$ cat config.mk
export PLATFORM = sky130hd
export DESIGN_NAME = mips_mc_control
export DESIGN_NICKNAME = d
export VERILOG_FILES = /design/src/rtl/mips_mc_pkg.sv /design/src/rtl/mc_alu_decode.sv /design/src/rtl/mips_mc_control.sv
export SDC_FILE = /design/constraint.sdc
export NUM_CORES = 1
export LEC_CHECK = 0
export CAP_MARGIN = 20
export CORE_UTILIZATION = 44
export CTS_BUF_LIST = sky130_fd_sc_hd__clkbuf_16
export CTS_CLUSTER_DIAMETER = 30
export CTS_CLUSTER_SIZE = 20
export DETAILED_ROUTE_END_ITERATION = 10
export GPL_TIMING_DRIVEN = 1
export PLACE_DENSITY = 0.93
export SLEW_MARGIN = 20
export SYNTH_ARGS = -nofsm -noshare
export SYNTH_HDL_FRONTEND = slang
export SYNTH_SLANG_ARGS = --single-unit
$ cat constraint.sdc
create_clock -name clk -period 2.95 [get_ports clk]
set_clock_uncertainty 0.2 [all_clocks]
set_input_delay 0.59 -clock clk [delete_from_list [all_inputs] [get_ports clk]]
set_output_delay 0.59 -clock clk [all_outputs]
set_load 0.005 [all_outputs]
$ cat src/rtl/mips_mc_pkg.sv
// Shared types and constants for the multicycle MIPS main controller.
package mips_mc_pkg;

  localparam int unsigned OPC_W    = 6;
  localparam int unsigned FUNCT_W  = 6;
  localparam int unsigned CNT_W    = 32;
  localparam int unsigned STATE_W  = 4;
  localparam int unsigned ALU_OP_W = 4;

  typedef enum logic [STATE_W-1:0] {
    ST_FETCH  = 4'd0,
    ST_DECODE = 4'd1,
    ST_EXEC_R = 4'd2,
    ST_EXEC_I = 4'd3,
    ST_ADDR   = 4'd4,
    ST_MEM_RD = 4'd5,
    ST_MEM_WR = 4'd6,
    ST_WB_R   = 4'd7,
    ST_WB_I   = 4'd8,
    ST_WB_LW  = 4'd9,
    ST_BRANCH = 4'd10,
    ST_JUMP   = 4'd11,
    ST_HALT   = 4'd12
  } state_e;

  typedef enum logic [ALU_OP_W-1:0] {
    ALU_ADD = 4'd0,
    ALU_SUB = 4'd1,
    ALU_AND = 4'd2,
    ALU_OR  = 4'd3,
    ALU_SLT = 4'd4
  } alu_op_e;

  localparam logic [1:0] PC_SRC_ALU    = 2'd0;
  localparam logic [1:0] PC_SRC_ALUOUT = 2'd1;
  localparam logic [1:0] PC_SRC_JUMP   = 2'd2;

  localparam logic [1:0] SRC_B_REG     = 2'd0;
  localparam logic [1:0] SRC_B_FOUR    = 2'd1;
  localparam logic [1:0] SRC_B_IMM     = 2'd2;
  localparam logic [1:0] SRC_B_IMM_SH2 = 2'd3;

  localparam logic [OPC_W-1:0] OP_RTYPE = 6'h00;
  localparam logic [OPC_W-1:0] OP_J     = 6'h02;
  localparam logic [OPC_W-1:0] OP_BEQ   = 6'h04;
  localparam logic [OPC_W-1:0] OP_BNE   = 6'h05;
  localparam logic [OPC_W-1:0] OP_ADDI  = 6'h08;
  localparam logic [OPC_W-1:0] OP_SLTI  = 6'h0A;
  localparam logic [OPC_W-1:0] OP_ANDI  = 6'h0C;
  localparam logic [OPC_W-1:0] OP_ORI   = 6'h0D;
  localparam logic [OPC_W-1:0] OP_LW    = 6'h23;
  localparam logic [OPC_W-1:0] OP_SW    = 6'h2B;

  localparam logic [FUNCT_W-1:0] FN_ADD = 6'h20;
  localparam logic [FUNCT_W-1:0] FN_SUB = 6'h22;
  localparam logic [FUNCT_W-1:0] FN_AND = 6'h24;
  localparam logic [FUNCT_W-1:0] FN_OR  = 6'h25;
  localparam logic [FUNCT_W-1:0] FN_SLT = 6'h2A;

endpackage

$ cat src/rtl/mc_alu_decode.sv
// ALU operation decode: funct for R-type, opcode for I-type, plus legality.
module mc_alu_decode
  import mips_mc_pkg::*;
(
  input  logic                rtype,
  input  logic [OPC_W-1:0]    opcode,
  input  logic [FUNCT_W-1:0]  funct,
  output logic [ALU_OP_W-1:0] alu_op_c,
  output logic                legal_c
);

  // Select the operation from funct or opcode and flag unsupported encodings.
  always_comb begin
    alu_op_c = ALU_OP_W'(ALU_ADD);
    legal_c  = 1'b0;
    if (rtype) begin
      case (funct)
        FN_ADD: begin alu_op_c = ALU_OP_W'(ALU_ADD); legal_c = 1'b1; end
        FN_SUB: begin alu_op_c = ALU_OP_W'(ALU_SUB); legal_c = 1'b1; end
        FN_AND: begin alu_op_c = ALU_OP_W'(ALU_AND); legal_c = 1'b1; end
        FN_OR:  begin alu_op_c = ALU_OP_W'(ALU_OR);  legal_c = 1'b1; end
        FN_SLT: begin alu_op_c = ALU_OP_W'(ALU_SLT); legal_c = 1'b1; end
        default: ;
      endcase
    end else begin
      case (opcode)
        OP_ADDI: begin alu_op_c = ALU_OP_W'(ALU_ADD); legal_c = 1'b1; end
        OP_ANDI: begin alu_op_c = ALU_OP_W'(ALU_AND); legal_c = 1'b1; end
        OP_ORI:  begin alu_op_c = ALU_OP_W'(ALU_OR);  legal_c = 1'b1; end
        OP_SLTI: begin alu_op_c = ALU_OP_W'(ALU_SLT); legal_c = 1'b1; end
        default: ;
      endcase
    end
  end

endmodule

$ cat src/rtl/mips_mc_control.sv
// Multicycle MIPS main controller: fetch/decode/execute/memory/writeback FSM.
// Optional feature macro: MC_PERF_CNT_EN adds instr_cnt / cycle_cnt counters.
// Controls are decoded from the state; the memory handshake and the branch
// zero flag act in the same cycle, and reset forces every output low.
module mips_mc_control
  import mips_mc_pkg::*;
(
  input  logic                clk,
  input  logic                reset,
  input  logic [OPC_W-1:0]    opcode,
  input  logic [FUNCT_W-1:0]  funct,
  input  logic                zero,
  input  logic                mem_ready,
  output logic                mem_req,
  output logic                mem_we,
  output logic                iord,
  output logic                ir_we,
  output logic                pc_we,
  output logic                reg_we,
  output logic [1:0]          pc_src,
  output logic                reg_dst,
  output logic                mem_to_reg,
  output logic                alu_src_a,
  output logic [1:0]          alu_src_b,
  output logic [ALU_OP_W-1:0] alu_op,
  output logic                retire,
  output logic                halted,
  output logic [STATE_W-1:0]  state_o
`ifdef MC_PERF_CNT_EN
  ,
  output logic [CNT_W-1:0]    instr_cnt,
  output logic [CNT_W-1:0]    cycle_cnt
`endif
);

  state_e                state;
  state_e                state_next;
  logic [ALU_OP_W-1:0]   dec_alu_op;
  logic                  dec_legal;

  mc_alu_decode u_alu_decode (
    .rtype    (opcode == OP_RTYPE),
    .opcode   (opcode),
    .funct    (funct),
    .alu_op_c (dec_alu_op),
    .legal_c  (dec_legal)
  );

  // State register with synchronous reset.
  always_ff @(posedge clk) begin
    if (reset) state <= ST_FETCH;
    else       state <= state_next;
  end

  // Next-state and control decode; reset blanks every output in its cycle.
  always_comb begin
    state_next = state;
    mem_req    = 1'b0;
    mem_we     = 1'b0;
    iord       = 1'b0;
    ir_we      = 1'b0;
    pc_we      = 1'b0;
    reg_we     = 1'b0;
    pc_src     = PC_SRC_ALU;
    reg_dst    = 1'b0;
    mem_to_reg = 1'b0;
    alu_src_a  = 1'b0;
    alu_src_b  = SRC_B_REG;
    alu_op     = ALU_OP_W'(ALU_ADD);
    retire     = 1'b0;
    halted     = 1'b0;
    state_o    = STATE_W'(state);

    case (state)
      ST_FETCH: begin
        mem_req   = 1'b1;
        alu_src_b = SRC_B_FOUR;
        if (mem_ready) begin
          ir_we      = 1'b1;
          pc_we      = 1'b1;
          state_next = ST_DECODE;
        end
      end
      ST_DECODE: begin
        alu_src_b = SRC_B_IMM_SH2;
        case (opcode)
          OP_RTYPE:                         state_next = ST_EXEC_R;
          OP_ADDI, OP_ANDI, OP_ORI, OP_SLTI: state_next = ST_EXEC_I;
          OP_LW, OP_SW:                     state_next = ST_ADDR;
          OP_BEQ, OP_BNE:                   state_next = ST_BRANCH;
          OP_J:                             state_next = ST_JUMP;
          default:                          state_next = ST_HALT;
        endcase
      end
      ST_EXEC_R: begin
        alu_src_a  = 1'b1;
        alu_op     = dec_alu_op;
        state_next = dec_legal ? ST_WB_R : ST_HALT;
      end
      ST_EXEC_I: begin
        alu_src_a  = 1'b1;
        alu_src_b  = SRC_B_IMM;
        alu_op     = dec_alu_op;
        state_next = ST_WB_I;
      end
      ST_ADDR: begin
        alu_src_a  = 1'b1;
        alu_src_b  = SRC_B_IMM;
        state_next = (opcode == OP_LW) ? ST_MEM_RD : ST_MEM_WR;
      end
      ST_MEM_RD: begin
        mem_req = 1'b1;
        iord    = 1'b1;
        if (mem_ready) state_next = ST_WB_LW;
      end
      ST_MEM_WR: begin
        mem_req = 1'b1;
        mem_we  = 1'b1;
        iord    = 1'b1;
        if (mem_ready) begin
          retire     = 1'b1;
          state_next = ST_FETCH;
        end
      end
      ST_WB_R: begin
        reg_we     = 1'b1;
        reg_dst    = 1'b1;
        retire     = 1'b1;
        state_next = ST_FETCH;
      end
      ST_WB_I: begin
        reg_we     = 1'b1;
        retire     = 1'b1;
        state_next = ST_FETCH;
      end
      ST_WB_LW: begin
        reg_we     = 1'b1;
        mem_to_reg = 1'b1;
        retire     = 1'b1;
        state_next = ST_FETCH;
      end
      ST_BRANCH: begin
        alu_src_a  = 1'b1;
        alu_op     = ALU_OP_W'(ALU_SUB);
        pc_src     = PC_SRC_ALUOUT;
        pc_we      = (opcode == OP_BNE) ? ~zero : zero;
        retire     = 1'b1;
        state_next = ST_FETCH;
      end
      ST_JUMP: begin
        pc_we      = 1'b1;
        pc_src     = PC_SRC_JUMP;
        retire     = 1'b1;
        state_next = ST_FETCH;
      end
      ST_HALT: begin
        halted = 1'b1;
      end
      default: state_next = ST_HALT;
    endcase

    if (reset) begin
      mem_req    = 1'b0;
      mem_we     = 1'b0;
      iord       = 1'b0;
      ir_we      = 1'b0;
      pc_we      = 1'b0;
      reg_we     = 1'b0;
      pc_src     = PC_SRC_ALU;
      reg_dst    = 1'b0;
      mem_to_reg = 1'b0;
      alu_src_a  = 1'b0;
      alu_src_b  = SRC_B_REG;
      alu_op     = ALU_OP_W'(ALU_ADD);
      retire     = 1'b0;
      halted     = 1'b0;
      state_o    = '0;
    end
  end

`ifdef MC_PERF_CNT_EN
  // Performance counters; both hold while halted and wrap naturally.
  always_ff @(posedge clk) begin
    if (reset) begin
      instr_cnt <= '0;
      cycle_cnt <= '0;
    end else begin
      if (state != ST_HALT) cycle_cnt <= cycle_cnt + CNT_W'(1);
      if (retire)           instr_cnt <= instr_cnt + CNT_W'(1);
    end
  end
`endif

endmodule

Run 1, metal 3:
(8 px per µm) Cells faint in the background.
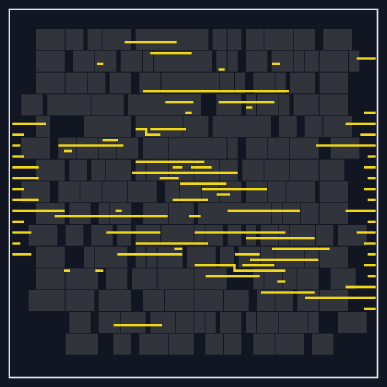
nets with wire on the layer: 64
share of all routed wire: 9.1%
longest straight run: 17.9 µm
wire length on this layer: 296 µm
met3 usage: 0.0595
WL final: 3.24 mm
DR vias: 1,280

Run 1, signal metal coverage by tile:
(8 px per µm) The die is cut into 9 by 9 equal tiles; dark purple is low, yellow is high, scaled to the fullest tile. Values are wire area over tile area, all layers added.
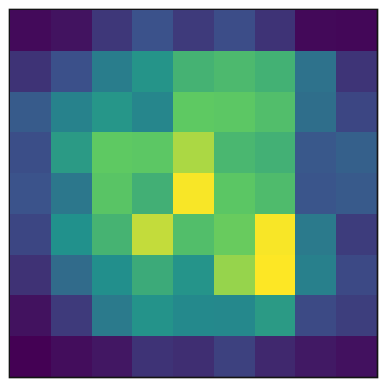
fullest tile: 0.65
densest ninth of the die: middle
nearly empty tiles: 2.5%
emptiest ninth of the die: bottom left
mean over tiles: 0.27
total global-route track usage: 0.340
drt wl/cell: 16.1 µm

==> run_results.csv, run 1 <==
group,metric,value,unit
worst_hold_path,min_from,"state[1]",
logic_synthesis,ys.warnings.count,0,
power_and_ir_drop,p_comb_frac,0.610,
sta,tns,0,ns
logic_synthesis,ys_sh_simple,0.441,
sta,max_freq,346,MHz
power_and_ir_drop,p_sw_frac,0.409,
place,io_buffers,37,
floorplan,ios,39,
sta,rsz0062_at_grt,"yes",
critical_path,reg2reg_depth,4,
final_layout,layout-drive-gt1-share,0.239,
worst_hold_path,min_delay_path_depth,3,
critical_path,crit_path_start,"opcode[5]",
floorplan,fp_util,0.479,
floorplan,row_count,15,
job,maxCapViolCount,0,
job,log.warning_count,27,
power_and_ir_drop,comb-power,569,µW
logic_synthesis,ys_sh_adder,0,
logic_synthesis,ys_cells,121,
routing,wl_met1,1.16,mm
global_route,grt.busiest_layer,"met2",
place,placed_cells,198,
sta,tightest_slew,0.608,ns
sta,hold_viol,0,
global_route,grt_pass1_wl,5.20,mm
clocking,cts.path.max_buffers,2,
final_layout,largest_register_ff_count,4,
floorplan,die_area,2100,µm²
logic_synthesis,synth_top_area_share,0.0947,
power_and_ir_drop,power-top-group,"combinational logic",
routing,ant_nets,0,
routing,drtIter0Drc,68,
logic_synthesis,syn_nets,137,
critical_path,path_cells,"clkdlybuf4s50_1 -> or3_4 -> o31a_1 -> nor3_2 -> o21bai_1 -> dlygate4sd2_1",
place,dp_hpwl,2.34,mm
logic_synthesis,compound_area_frac,0.302,
power_and_ir_drop,clkPwrFrac,0.230,
routing,post-route-drc-count,0,
power_and_ir_drop,p_total,933,µW
floorplan,die_h,45.8,µm
global_route,globalRouteMet1Util,0.365,
logic_synthesis,ys_ff,4,
logic_synthesis,topCellsByArea,"dfxtp_1, nor2_1, nand2b_1",
sta,finalClockPeriodUsage,0.981,
place,dpl_cell_area,1370,µm²
final_layout,largestRegisters,"state: 4 flops",
final_layout,instances_no_fill,201,
clocking,postCtsHoldBufs,0,
place,pre_cts_slack,-0.306,ns
final_layout,fin_util,0.838,
critical_path,critPathMaxStageDelay,0.42,ns
global_route,grt_pass1_vias,1165,
critical_path,critical_path_arrival,2.10,ns
sta,period_minus_slack,2.89,ns
logic_synthesis,synth_seq_share,0.0947,
final_layout,diodes,0,
floorplan,die_w,45.8,µm
power_and_ir_drop,powerSeq,149,µW
worst_hold_path,hold_class,"flip-flop to flip-flop",
clocking,clock-root-buffer,"clkbuf_16",
critical_path,crit_type,"input port to primary output",
power_and_ir_drop,ir_drop,331,µV
clocking,clock_sinks,4,
logic_synthesis,syn_inst,121,
logic_synthesis,syn_area,846,µm²
logic_synthesis,synth_cell_types,50,
clocking,cts_tree,"yes",
logic_synthesis,edf_count,0,
final_layout,seq_area,80.1,µm²
power_and_ir_drop,switchingPower,381,µW
global_route,antenna_found_initial,0,
final_layout,fillers,117,
critical_path,r2r_slack,0.88,ns
logic_synthesis,top_area_cell,"dfxtp_1",
clocking,cts-resized-gates,14,
power_and_ir_drop,p_int,551,µW
critical_path,crit_slowest_cell,"clkdlybuf4s50_1",
critical_path,cp_max_fo,2,
sta,finalSetupViolations,0,
critical_path,r2r_start,"state[0]",
logic_synthesis,ys_sh_xor,0.0207,
sta,slew_viol_final,0,
worst_hold_path,whs_endpoint,"state[2]",
routing,highest_layer,"met4",
clocking,htreeDepth,1,
critical_path,critPathLaunchType,"input port",
routing,dr_wl_met3,295,µm
power_and_ir_drop,p_per_area,631,nW/µm²
logic_synthesis,synthArstFlopShare,0,
critical_path,worstReg2RegEnd,"state[3]",
routing,wl_met2,1.61,mm
critical_path,cp-end-kind,"primary output",
final_layout,top_register,"state",
global_route,grt_max_degree,18,
clocking,post_cts_buffers,0,
status,status,"completed",
final_layout,fin_nets,194,
global_route,grt_use_met2,0.611,
clocking,path_clk_slew,0.03,ns
logic_synthesis,ys_chip_area,846,µm²
routing,first_pass_iters,4,
logic_synthesis,synth.logic.top_family,"simple AND/OR/NAND/NOR gates",
logic_synthesis,synth-main-ff-cell,"dfxtp_1",
final_layout,final_area,1480,µm²
final_layout,area_growth,74.9,%
critical_path,required,2.16,ns
routing,vias_per_cell,6.37,
power_and_ir_drop,p_leak,0.584,nW
global_route,grt_overflow,0,
logic_synthesis,synthMuxAreaShare,0.0370,
sta,fin_ws,0.0566,ns
sta,slew_headroom,0.594,
final_layout,comb_area,716,µm²
power_and_ir_drop,seq_power_share,0.160,
logic_synthesis,syn_area_per_cell,6.99,µm²
sta,holdWs,0.511,ns
floorplan,core,1760,µm²
place,globalplace.congestion,0.936,
Run 1, clock nets:
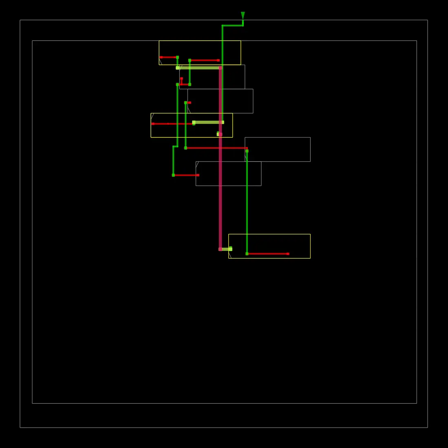
clk pwr: 214 µW
TritonCTS Buffers: 3
Skew-Pair Late Insertion Delay: 0.23 ns

[run 1: worst max path at each step]
stage / slack, ns / depth (start not counted) / to
2_1_floorplan: 0.54 / 4 / alu_op[2]
3_3_place_gp: -0.29 / 6 / alu_op[1]
3_5_place_dp: -0.31 / 5 / alu_op[2]
4_1_cts: 0.01 / 6 / pc_we
5_1_grt: -0.02 / 7 / pc_we
6_report: 0.06 / 6 / pc_we
[run 1: placed cells by master (no fill, tap or decap), types with 3 or more instances in the layout]
master | Yosys | layout
buf_4 | 2 | 25
nand3b_1 | 3 | 3
nor2b_1 | 5 | 5
a21oi_1 | 5 | 5
and3_1 | 5 | 5
nand4b_1 | 3 | 3
dlygate4sd2_1 | 0 | 4
nand2b_1 | 7 | 7
nor3_1 | 6 | 4
nand2_1 | 7 | 7
o211ai_1 | 5 | 5
nor2_1 | 13 | 12
dfxtp_1 | 4 | 4
clkdlybuf4s50_1 | 0 | 30
inv_1 | 3 | 3
clkbuf_16 | 0 | 3
[run 1: Yosys cell counts (all sizes together) (2+ instances only)]
library cell  instances
nand4b                3
nor2                 13
or3                   2
nor4                  3
clkbuf                2
or3b                  2
a32o                  2
or2                   2
o311ai                2
o41a                  2
o211ai                5
nor2b                 5
and3                  5
buf                   9
dfxtp                 4
mux2i                 2
a21oi                 5
nand2b                7
inv                   4
o31a                  2
o21ai                 2
nand3b                3
nand3                 2
nor3                  6
nand2                 7
[run 1: final cells by class]
cell class / instances / area share
inverter: 4 / 0.0102
sequential: 4 / 0.0541
multi-input combinational: 102 / 0.484
tap: 25 / 0.0212
timing repair buffer: 63 / 0.380
clock buffer: 3 / 0.0508
[run 1: worst max-delay path: cells and delay by family]
family,cells,cell delay [ns]
AOI/OAI and AO/OA,2,0.33
buffers and inverters,2,0.68
and+or+nand+nor,2,0.51
Run 1, cells by drive strength:
(6 px per µm)
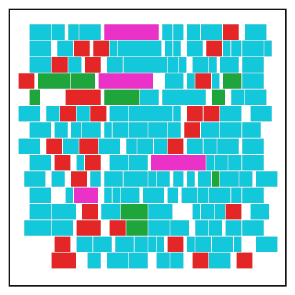

==> run 2: changes to the inputs <==
--- a/config.mk
+++ b/config.mk
@@ -6,6 +6,7 @@
 export NUM_CORES = 1
 export LEC_CHECK = 0
 export CAP_MARGIN = 20
+export CORE_ASPECT_RATIO = 0.75
 export CORE_UTILIZATION = 44
 export CTS_BUF_LIST = sky130_fd_sc_hd__clkbuf_16
 export CTS_CLUSTER_DIAMETER = 30
Run 2, cells by drive strength:
(6 px per µm)
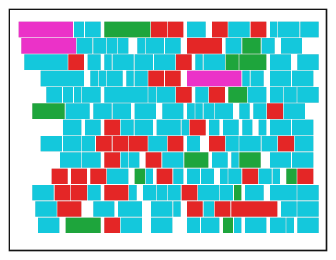
| size | colour | cells | share |
|---|---|---|---|
| x6 and larger | magenta | 3 | 1.6% |
| x1 and smaller | cyan | 129 | 71% |
| x2 | green | 13 | 7.1% |
| x3 and x4 | red | 37 | 20% |
Signal buffers: 69
post-route setup slack: 0.0629 ns
Area Overhead vs Synth: 80.8%

Run 2, signal metal coverage by tile:
(8 px per µm) The die is cut into 11 by 8 equal tiles; dark purple is low, yellow is high, scaled to the fullest tile. Values are wire area over tile area, all layers added.
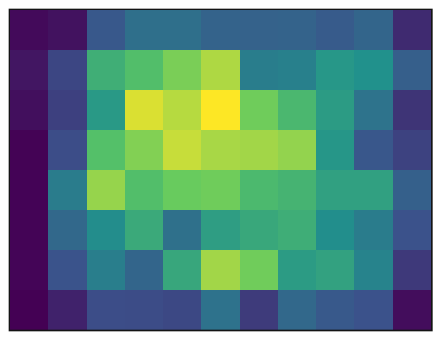
tiles over half the peak: 42%
emptiest ninth of the die: bottom left
fullest tile: 0.72
densest ninth of the die: middle
mean over tiles: 0.32
drt wl/cell: 18.9 µm
DR vias: 1,342
total global-route track usage: 0.378

==> run 2 against run 1 <==
Die size about the same. Utilization is 2.4 points higher. Global-route usage rose by 3.7 points. Flip-flop count is the same. Largest cell class unchanged. Largest power group unchanged.
==> run_results.csv, run 2 <==
group,metric,value,unit
status,status,"completed",
worst_hold_path,hold_class,"flip-flop to flip-flop",
final_layout,layout-drive-gt1-share,0.291,
routing,vias_per_cell,6.58,
global_route,grt_use_met2,0.655,
floorplan,die_w,52.6,µm
logic_synthesis,synthArstFlopShare,0,
logic_synthesis,syn_area,846,µm²
sta,slew_viol_final,0,
logic_synthesis,topCellsByArea,"dfxtp_1, nor2_1, nand2b_1",
floorplan,die_area,2100,µm²
logic_synthesis,synth_cell_types,50,
power_and_ir_drop,p_per_area,640,nW/µm²
logic_synthesis,syn_nets,137,
final_layout,comb_area,734,µm²
logic_synthesis,ys_cells,121,
final_layout,fin_util,0.862,
critical_path,cp-end-kind,"primary output",
logic_synthesis,ys.warnings.count,0,
critical_path,cp_max_fo,2,
routing,ant_nets,0,
worst_hold_path,min_delay_path_depth,3,
logic_synthesis,synth_seq_share,0.0947,
floorplan,row_count,13,
power_and_ir_drop,ir_drop,753,µV
job,log.warning_count,26,
routing,first_pass_iters,5,
floorplan,fp_util,0.477,
global_route,antenna_found_initial,0,
place,io_buffers,37,
clocking,path_clk_slew,0.03,ns
final_layout,largest_register_ff_count,4,
floorplan,die_h,40.0,µm
sta,hold_viol,0,
logic_synthesis,top_area_cell,"dfxtp_1",
global_route,grt_max_degree,14,
clocking,postCtsHoldBufs,0,
final_layout,largestRegisters,"state: 4 flops",
routing,drtIter0Drc,58,
routing,wirelength,3.86,mm
place,globalplace.congestion,0.930,
routing,highest_layer,"met4",
clocking,cts_tree,"yes",
floorplan,core,1770,µm²
clocking,clock-root-buffer,"clkbuf_16",
sta,rsz0062_at_grt,"no",
sta,finalSetupViolations,0,
place,dpl_cell_area,1410,µm²
logic_synthesis,top_cells_by_count,"nor2_1, nand2_1, nand2b_1, nor3_1",
logic_synthesis,edf_count,0,
routing,wl_met2,1.77,mm
clocking,cts.path.max_buffers,2,
final_layout,fin_nets,200,
global_route,grt_pass1_wl,5.58,mm
critical_path,critPathLaunchType,"input port",
logic_synthesis,ys_ff,4,
clocking,clock_latency,0.23,ns
final_layout,final_area,1530,µm²
logic_synthesis,syn_inst,121,
sta,period_minus_slack,2.89,ns
logic_synthesis,ys_chip_area,846,µm²
routing,dr_wl_met3,495,µm
global_route,grt.busiest_layer,"met2",
logic_synthesis,most_common_cell,"nor2_1",
final_layout,lay_top_count,"buf_4",
global_route,met3_usage,0.0720,
sta,finalClockPeriodUsage,0.979,
critical_path,reg2reg_depth,5,
logic_synthesis,syn_area_per_cell,6.99,µm²
critical_path,crit_type,"input port to primary output",
job,maxCapViolCount,0,
final_layout,diodes,0,
power_and_ir_drop,p_total,979,µW
place,dp_hpwl,2.59,mm
final_layout,lay_top_cells,"buf_4, clkdlybuf4s50_1, nor2_1",
floorplan,ios,39,
clocking,cts_buffers,3,
global_route,grt_pass1_vias,1141,
power_and_ir_drop,p_leak,0.623,nW
critical_path,critical_path_arrival,2.10,ns
routing,wl_met1,1.50,mm
logic_synthesis,synth_top_area_share,0.0947,
global_route,grt_overflow,0,
final_layout,fillers,86,
clocking,htreeDepth,1,
critical_path,required,2.16,ns
clocking,clock_sinks,4,
final_layout,seq_area,81.3,µm²
global_route,globalRouteMet1Util,0.489,
final_layout,top_register,"state",
logic_synthesis,synth-main-ff-cell,"dfxtp_1",
routing,post-route-drc-count,0,
sta,max_freq,346,MHz
run 2: cell counts after synthesis:
No cell type changed its count.
run 2: power by group:
group          switching [mW]  internal (mW)
Combinational           0.292          0.320
Clock                  0.0431          0.174
Sequential             0.0726         0.0777
Total                   0.408          0.571
run 2: worst paths after layout:
path | start | slack, ns | end
worst max-delay path | opcode[0] | 0.06 | alu_op[0]
worst min-delay path | state[1] | 0.50 | state[2]
worst max register to register | state[0] | 0.96 | state[0]
worst min register to register | state[1] | 0.50 | state[2]
run 2: final cells by class:
class                           count  share of cell area
Clock buffer                        3              0.0491
Inverter                            4             0.00982
Multi-Input combinational cell    102               0.480
Sequential cell                     4              0.0532
Tap cell                           22              0.0180
Timing Repair Buffer               69               0.390
run 2: critical path, stage by stage:
cell and delay (ns):
clkdlybuf4s50_1 0.42, or3_4 0.43, nor3_4 0.15, buf_4 0.14, a32oi_1 0.08, o22ai_1 0.15, buf_2 0.13
run 2: cells by family after synthesis:
family	after synthesis	synth area share
other	1	0.00443
AND/OR/NAND/NOR	64	0.441
XOR/XNOR	2	0.0207
multiplexers	3	0.0370
buffers and inverters	15	0.101
flip-flops	4	0.0947
AND-OR/OR-AND	32	0.302
run 2: timing repair:
item	in CTS	in global routing
endpoints found under the hold margin	0	0
gates resized	18	7
pin swaps	5	5
endpoints found under the setup margin	9	6
buffers inserted	1	0
run 2: per-stage QoR:
stage          setup TNS, ns  setup slack, ns  hold WS (ns)  cells
3_5_place_dp           -1.44           -0.338         0.477    200
4_1_cts                    0          0.00666         0.488    204
2_1_floorplan              0            0.543         0.506    121
3_3_place_gp          -0.954           -0.278         0.458    200
5_1_grt                    0          0.00146         0.530    204
6_report                   0           0.0629         0.500    204
Run 2, cells coloured by class:
(10 px per µm)
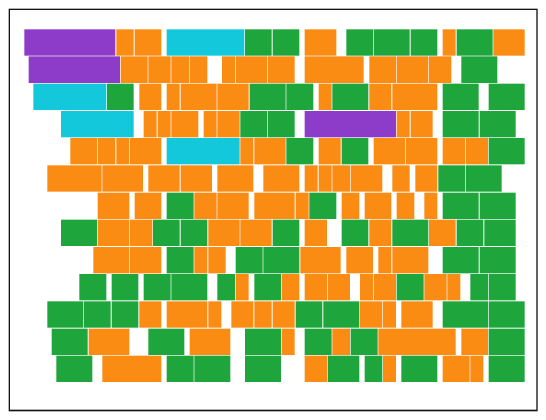

==> run 3: changes to the inputs <==
--- a/config.mk
+++ b/config.mk
@@ -7,13 +7,13 @@
 export LEC_CHECK = 0
 export CAP_MARGIN = 20
 export CORE_ASPECT_RATIO = 0.75
-export CORE_UTILIZATION = 44
+export CORE_UTILIZATION = 41
 export CTS_BUF_LIST = sky130_fd_sc_hd__clkbuf_16
 export CTS_CLUSTER_DIAMETER = 30
 export CTS_CLUSTER_SIZE = 20
 export DETAILED_ROUTE_END_ITERATION = 10
 export GPL_TIMING_DRIVEN = 1
-export PLACE_DENSITY = 0.93
+export PLACE_DENSITY = 0.88
 export SLEW_MARGIN = 20
 export SYNTH_ARGS = -nofsm -noshare
 export SYNTH_HDL_FRONTEND = slang
==> constraint.sdc (replaced) <==
create_clock -name clk -period 3 [get_ports clk]
set_clock_uncertainty 0.2 [all_clocks]
set_input_delay 0.6 -clock clk [delete_from_list [all_inputs] [get_ports clk]]
set_output_delay 0.6 -clock clk [all_outputs]
set_load 0.005 [all_outputs]
Run 3, cells coloured by class:
(8 px per µm)
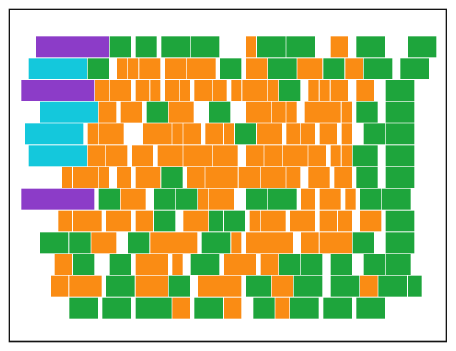
| class | colour | cells | share of their area |
|---|---|---|---|
| registers | cyan | 4 | 5.4% |
| remaining buffers and delay cells | green | 68 | 40% |
| remaining logic cells | orange | 106 | 49% |
| clock-net drivers | purple | 3 | 5.1% |
Core Region: 1840 µm²
post-route cell area: 1500 µm²

Run 3, metal 3:
(6 px per µm) Cells faint in the background.
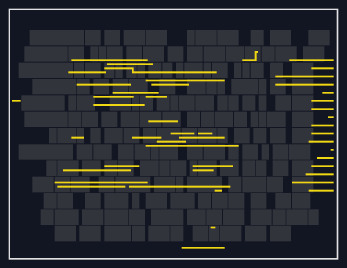
main direction: horizontal
share of all routed wire: 9.2%
wire length on this layer: 294 µm
longest straight run: 16.6 µm
nets with wire on the layer: 41
met3 usage: 0.0362
WL final: 3.21 mm
DR vias: 1,241

==> run 3 against run 2 <==
Critical path depth down 1. Design area is 1.6% lower. Sequential power down about 10%. Setup slack improved by 0.0093 ns. Synthesized cell count did not move. Clock-buffer cell count unchanged. Sequential share of layout area barely moved. Cell count is 0.49% lower. Critical path type unchanged. Highest routed layer unchanged.
==> run_results.csv, run 3 <==
group,metric,value,unit
critical_path,crit_type,"input port to primary output",
floorplan,ios,39,
final_layout,layout-drive-gt1-share,0.265,
logic_synthesis,synthMuxAreaShare,0.0370,
clocking,path_clk_slew,0.03,ns
clocking,postCtsHoldBufs,0,
power_and_ir_drop,p_leak,0.606,nW
sta,hold_viol,0,
clocking,cts_buffers,3,
sta,rsz0062_at_grt,"no",
logic_synthesis,ys_sh_simple,0.441,
floorplan,die_w,54.4,µm
routing,drtIter0Drc,57,
worst_hold_path,hold_class,"flip-flop to flip-flop",
job,maxCapViolCount,0,
critical_path,reg2reg_depth,4,
sta,fin_ws,0.0721,ns
final_layout,largest_register_ff_count,4,
final_layout,fin_util,0.818,
sta,period_minus_slack,2.93,ns
global_route,grt_overflow,0,
logic_synthesis,most_common_cell,"nor2_1",
global_route,grt_pass1_wl,4.97,mm
logic_synthesis,synth_cell_types,50,
floorplan,row_count,13,
logic_synthesis,synth_top_area_share,0.0947,
sta,holdWs,0.538,ns
final_layout,area_growth,77.8,%
logic_synthesis,top_cells_by_count,"nor2_1, nand2_1, nand2b_1, nor3_1",
logic_synthesis,synth_seq_share,0.0947,
power_and_ir_drop,p_total,918,µW
logic_synthesis,syn_inst,121,
global_route,grt_pass1_vias,1066,
floorplan,die_area,2250,µm²
clocking,cts.path.max_buffers,2,
place,io_buffers,37,
logic_synthesis,synth-main-ff-cell,"dfxtp_1",
routing,vias_per_cell,6.11,
logic_synthesis,ys_cells,121,
sta,slew_headroom,0.665,
critical_path,required,2.20,ns
floorplan,die_h,41.3,µm
routing,first_pass_iters,4,
place,dpl_cell_area,1400,µm²
job,log.warning_count,27,
logic_synthesis,ys.warnings.count,0,
logic_synthesis,compound_area_frac,0.302,
clocking,clock_latency,0.22,ns
sta,finalSetupViolations,0,
logic_synthesis,ys_sh_xor,0.0207,
clocking,cts_tree,"yes",
logic_synthesis,ys_ff,4,
critical_path,crit_path_start,"opcode[3]",
place,globalplace.congestion,0.946,
routing,wl_per_cell,15.8,µm
critical_path,worstReg2RegEnd,"state[3]",
critical_path,critPathLaunchType,"input port",
critical_path,r2r_slack,1.08,ns
global_route,track_usage,0.319,
power_and_ir_drop,ir_drop,710,µV
logic_synthesis,syn_area,846,µm²
logic_synthesis,edf_count,0,
logic_synthesis,topCellsByArea,"dfxtp_1, nor2_1, nand2b_1",
routing,post-route-drc-count,0,
place,placed_cells,199,
sta,slew_viol_final,0,
critical_path,critical_path_arrival,2.13,ns
global_route,antenna_found_initial,0,
critical_path,crit_end,"alu_op[1]",
global_route,grt_max_degree,17,
sta,tns,0,ns
sta,tightest_slew,0.502,ns
logic_synthesis,ys_chip_area,846,µm²
clocking,htreeDepth,1,
final_layout,top_register,"state",
critical_path,cp_max_fo,3,
final_layout,largestRegisters,"state: 4 flops",
place,pre_cts_slack,-0.313,ns
critical_path,cp-end-kind,"primary output",
final_layout,fin_nets,199,
clocking,clock_sinks,4,
logic_synthesis,synth.logic.top_family,"simple AND/OR/NAND/NOR gates",
logic_synthesis,syn_nets,137,
logic_synthesis,top_area_cell,"dfxtp_1",
final_layout,diodes,0,
power_and_ir_drop,p_per_area,610,nW/µm²
place,dp_hpwl,2.50,mm
floorplan,fp_util,0.460,
final_layout,lay_top_cells,"clkdlybuf4s50_1, buf_4, nor2_1",
final_layout,instances_no_fill,203,
logic_synthesis,synthArstFlopShare,0,
status,status,"completed",
logic_synthesis,syn_area_per_cell,6.99,µm²
worst_hold_path,min_from,"state[1]",
critical_path,r2r_start,"state[0]",
sta,max_freq,342,MHz
final_layout,fillers,122,
logic_synthesis,ys_sh_adder,0,
sta,finalClockPeriodUsage,0.976,
clocking,clock-root-buffer,"clkbuf_16",
routing,ant_nets,0,
run 3: where the power goes:
| part | switching (mW) | internal [mW] |
|---|---|---|
| clock | 0.0335 | 0.170 |
| sequential | 0.0584 | 0.0749 |
| combinational | 0.270 | 0.311 |
| total | 0.362 | 0.556 |
run 3: worst max-delay path, cell delays in order:
cell             delay [ns]
clkdlybuf4s50_1        0.45
or3_4                  0.41
nor3_4                 0.14
nand3b_1               0.13
a21oi_2                0.16
dlygate4sd2_1          0.24
run 3: worst min-delay path by stage:
stage,endpoint,slack [ns],depth (start not counted)
3_3_place_gp,state[1],0.53,4
2_1_floorplan,state[0],0.51,3
6_report,state[1],0.54,4
4_1_cts,state[1],0.53,4
3_5_place_dp,state[1],0.52,4
5_1_grt,state[1],0.61,4
run 3: area by class of cell:
cell class / count / area [µm²] / share of cell area
Tap cell: 22 / 27.5 / 0.0183
Multi-Input combinational cell: 102 / 714 / 0.475
Sequential cell: 4 / 80.1 / 0.0532
Clock buffer: 3 / 75.1 / 0.0499
Inverter: 4 / 15.0 / 0.00998
Timing Repair Buffer: 68 / 592 / 0.394
run 3: what timing repair did:
item                                    4_1_cts  5_1_grt
endpoints found under the setup margin        5        3
pin swaps                                     3        2
setup buffers                                 0        1
gates resized                                13        5
hold endpoints to repair                      0        0
run 3: logic make-up after synthesis:
logic type      count (synthesis)
flops                           4
simple gates                   64
compound gates                 32
mux                             3
xor+xnor                        2
other cells                     1
buf+inv                        15
run 3: metal layers:
metal	routed length, µm	vias to the layer above	GRT usage
met5	0	-	0
met2	1490	80	0.546
met4	15	0	0.0641
met3	294	2	0.0362
li1	-	582	-
met1	1410	577	0.435
Power is estimated from default activity; no workload was simulated.
